### src/rtl/serial_pkg.sv
// Shared constants for the serial transmitter: FSM state encoding and line levels.
package serial_pkg;

   typedef logic [1:0] state_t;

   localparam state_t ST_IDLE  = 2'd0;
   localparam state_t ST_START = 2'd1;
   localparam state_t ST_DATA  = 2'd2;
   localparam state_t ST_STOP  = 2'd3;

   localparam int   FRAME_BITS = 10;
   localparam logic IDLE_LEVEL = 1'b1;

endpackage

### src/rtl/serial_out_fifo.sv
// Byte FIFO between the CPU write port and the transmitter; count is the registered occupancy.
module sync_fifo #(
   parameter int DEPTH = 4,
   parameter int AW    = 2
) (
   input  logic          m_clock,
   input  logic          p_reset,
   input  logic          push,
   input  logic          pop,
   input  logic [7:0]    din,
   output logic [7:0]    dout,
   output logic          empty,
   output logic          full,
   output logic [AW:0]   count
);

   logic [7:0]    mem [DEPTH];
   logic [AW-1:0] wr_ptr;
   logic [AW-1:0] rd_ptr;
   logic          do_push;
   logic          do_pop;

   assign full    = (count == (AW+1)'(DEPTH));
   assign empty   = (count == '0);
   assign do_push = push & ~full;
   assign do_pop  = pop & ~empty;
   assign dout    = mem[rd_ptr];

   // Pointers are AW bits wide, so they wrap modulo DEPTH on their own.
   always_ff @(posedge m_clock) begin
      if (!p_reset) begin
         wr_ptr <= '0;
         rd_ptr <= '0;
         count  <= '0;
      end else begin
         if (do_push) wr_ptr <= wr_ptr + 1'b1;
         if (do_pop)  rd_ptr <= rd_ptr + 1'b1;
         if (do_push && !do_pop)
            count <= count + 1'b1;
         else if (do_pop && !do_push)
            count <= count - 1'b1;
      end
   end

   always_ff @(posedge m_clock) begin
      if (do_push) mem[wr_ptr] <= din;
   end

endmodule

### src/rtl/serial_out.sv
// 8N1 UART transmitter: buffers CPU bytes in a small FIFO and drives the TXD pin.
module serial_out
   import serial_pkg::*;
#(
   parameter int CLKDIV = 16,
   parameter int DEPTH  = 4,
   parameter int AW     = 2
) (
   input  logic       m_clock,
   input  logic       p_reset,
   input  logic [7:0] data,
   input  logic       port_write,
   output logic       txready,
   output logic       busy,
   output logic       overflow,
   output logic       txd,
   output logic [1:0] state_dbg
);

   localparam int DW = (CLKDIV > 1) ? $clog2(CLKDIV) : 1;
   localparam logic [DW-1:0] DIV_LAST = DW'(CLKDIV - 1);

   state_t        state;
   logic [DW-1:0] div;
   logic [2:0]    bitcnt;
   logic [7:0]    shreg;
   logic          bit_end;
   logic          push;
   logic          pop;
   logic          fifo_empty;
   logic          fifo_full;
   logic [7:0]    fifo_dout;
   logic [AW:0]   fifo_count;

   // Handshake: a byte is taken on an edge where port_write=1 and txready=1;
   // txready comes from the registered count, so a same-cycle pop never frees a slot early.
   assign txready   = ~fifo_full;
   assign push      = port_write & ~fifo_full;
   assign bit_end   = (div == DIV_LAST);
   assign pop       = ~fifo_empty & ((state == ST_IDLE) | ((state == ST_STOP) & bit_end));
   assign busy      = (state != ST_IDLE) | (fifo_count != '0);
   assign state_dbg = state;

   sync_fifo #(
      .DEPTH (DEPTH),
      .AW    (AW)
   ) u_fifo (
      .m_clock (m_clock),
      .p_reset (p_reset),
      .push    (push),
      .pop     (pop),
      .din     (data),
      .dout    (fifo_dout),
      .empty   (fifo_empty),
      .full    (fifo_full),
      .count   (fifo_count)
   );

   always_ff @(posedge m_clock) begin
      if (!p_reset)
         overflow <= 1'b0;
      else if (port_write && fifo_full)
         overflow <= 1'b1;
   end

   // txd is loaded one edge ahead with the level of the bit that starts next.
   always_ff @(posedge m_clock) begin
      if (!p_reset) begin
         state  <= ST_IDLE;
         div    <= '0;
         bitcnt <= '0;
         shreg  <= '0;
         txd    <= IDLE_LEVEL;
      end else begin
         case (state)
            ST_IDLE: begin
               txd <= IDLE_LEVEL;
               div <= '0;
               if (!fifo_empty) begin
                  shreg <= fifo_dout;
                  txd   <= 1'b0;
                  state <= ST_START;
               end
            end
            ST_START: begin
               if (bit_end) begin
                  div    <= '0;
                  bitcnt <= '0;
                  txd    <= shreg[0];
                  state  <= ST_DATA;
               end else begin
                  div <= div + 1'b1;
               end
            end
            ST_DATA: begin
               if (bit_end) begin
                  div <= '0;
                  if (bitcnt == 3'd7) begin
                     txd   <= IDLE_LEVEL;
                     state <= ST_STOP;
                  end else begin
                     shreg  <= {1'b0, shreg[7:1]};
                     bitcnt <= bitcnt + 1'b1;
                     txd    <= shreg[1];
                  end
               end else begin
                  div <= div + 1'b1;
               end
            end
            ST_STOP: begin
               if (bit_end) begin
                  div <= '0;
                  if (!fifo_empty) begin
                     shreg <= fifo_dout;
                     txd   <= 1'b0;
                     state <= ST_START;
                  end else begin
                     txd   <= IDLE_LEVEL;
                     state <= ST_IDLE;
                  end
               end else begin
                  div <= div + 1'b1;
               end
            end
            default: begin
               txd   <= IDLE_LEVEL;
               state <= ST_IDLE;
            end
         endcase
      end
   end

endmodule

### config.mk
export PLATFORM = sky130hd
export DESIGN_NAME = serial_out
export DESIGN_NICKNAME = d
export VERILOG_FILES = /design/src/rtl/serial_pkg.sv /design/src/rtl/serial_out_fifo.sv /design/src/rtl/serial_out.sv
export SDC_FILE = /design/constraint.sdc
export NUM_CORES = 1
export LEC_CHECK = 0
export ABC_CLOCK_PERIOD_IN_PS = 3850
export CAP_MARGIN = 20
export CORE_MARGIN = 2
export CORE_UTILIZATION = 55
export DETAILED_ROUTE_END_ITERATION = 12
export DONT_BUFFER_PORTS = 1
export PLACE_DENSITY = 0.78
export SYNTH_ARGS = -nofsm -noshare
export SYNTH_HDL_FRONTEND = slang
export SYNTH_SLANG_ARGS = --single-unit
### constraint.sdc
create_clock -name m_clock -period 3.85 [get_ports m_clock]
set_input_delay 0.5775 -clock m_clock [delete_from_list [all_inputs] [get_ports m_clock]]
set_output_delay 0.5775 -clock m_clock [all_outputs]
set_load 0.01 [all_outputs]
==> flow_summary.ini <==
; implementation run metrics
[final_timing]
slew_violations = 0
grt_setup_unrepaired = no
min_period_over_period_pct = 71.2
whs_ps = 329
period_needed_ps = 2740
fmax_mhz = 365
setup_ws_ps = 1110
slew_headroom_pct = 45.4
setup-tns-final_ps = 0
tightest_slew_ps = 819

[global_routing]
grt_pass1_wl_mm = 7.24
grt_max_degree = 29
grtUsageMet2_pct = 30.6
grt.total_usage_pct = 18.6
met1_usage_pct = 20.8
antenna_found_initial = 0

[final_layout]
final_common_cell = edfxtp_1
top_regs = u_fifo.mem (32), shreg (8), div (4)
fillers = 357
logic_gate_count = 117
seq_area_share_pct = 53.2
antenna_cells = 0
fin_cells = 258
buffers = 0
syn2layout_area_growth_pct = 7.83
area_dominant_class = sequential cells
clock_cell_area_share_pct = 6.17
nonClkBufAreaFrac_pct = 0
combGateArea_um2 = 1050
inv_count = 11
postLayoutCellArea_um2 = 2860

[worst_setup_path]
rr_worst_depth = 9
worst-path-max-fanout = 5
cp_num_cells = 9
r2r_end = u_fifo.count[2]
crit_end = u_fifo.count[2]
arrival_ps = 2990
path_cells = nor3_1 -> nor2_1 -> inv_1 -> ha_1 -> inv_1 -> fa_1 -> xor2_1 -> or3_1 -> a21boi_0
crit_path_frequent_cell = inv_1
critPathLaunch = u_fifo.count[0]
cp-start-kind = register
worst_setup_path_end_kind = register
crit_buf_inv = 2

[clock_tree]
path_clk_slew_ps = 70
clk_path_buf_depth = 2
clk-insertion-delay-late_ps = 340
cts_buffers = 9
postCtsSetupBuffers = 0
cts_tree = built
cts_hold_buf = 0
htreeDepth = 3

[placement]
placedCellCount = 242
hpwl_mm = 3.13
placed_area_um2 = 2690

[route]
drt-wirelength-per-cell_um = 17.4
drtIter0Drc = 90
vias = 1528
wl_met1_mm = 1.94
vias_per_cell = 5.92
postRouteAntennaNets = 0

[floorplan]
die_width_um = 73.5
coreArea_um2 = 4690
ios = 17
num_rows = 25
fp-utilization_pct = 56.6

[flow_run]
maxCapViolCount = 0
warnings = 34

[power]
p_seq_mw = 0.898
power-top-group = registers
vdd_drop_max_mv = 0.482
p_clk_mw = 0.496
p_sw_share_pct = 35.0
intPower_mw = 1.32
total_power_mw = 2.03
leakagePower_nw = 1.03
powerComb_mw = 0.632

[worst_hold_path]
min_to = u_fifo.mem[0][1]
min_path_cells = 0

[synth]
synthMuxAreaShare_pct = 11.7
yosys-top-cells-count = edfxtp_1 (32), dfxtp_1 (28), ha_1 (14)
synth_xor_xnor_area_share_pct = 1.98
yosysCellCount = 196
yosys.area.top_type = edfxtp_1
most_common_cell = edfxtp_1
ys_warn_count = 0
synth_flops = 60
syn_inst = 196
ys_seq_share_pct = 57.3
edf_count = 32

[status]
status = completed
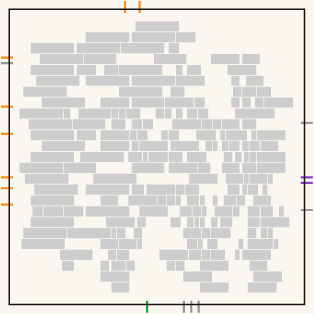
Fig. 1. Pin placement.
Scale: 4 px per um. Pins as bars across the die edge, other pins in grey.
[purple] `state_dbg` | pins: 2 | direction: output | edge: right
[green] `p_reset` | pins: 1 | direction: input | edge: bottom
[orange] `data` | pins: 8 | direction: input | edge: 6 left, 2 top
all pins by edge: 7 left, 4 right, 4 bottom, 2 top

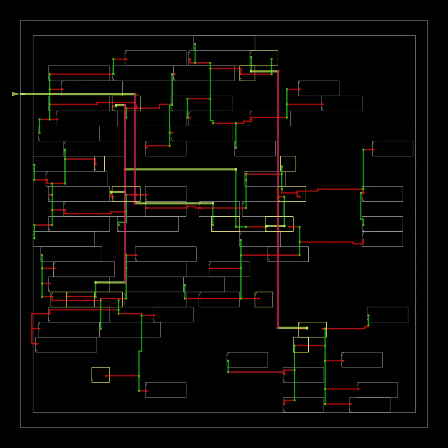
Fig. 2. Clock wiring as the flow saved it.
Fin Clk Skew: 7.24 ps
clkbuf count: 9
seq_cells: 60
Sink Count: 60

Power and IR drop assume default switching activity.
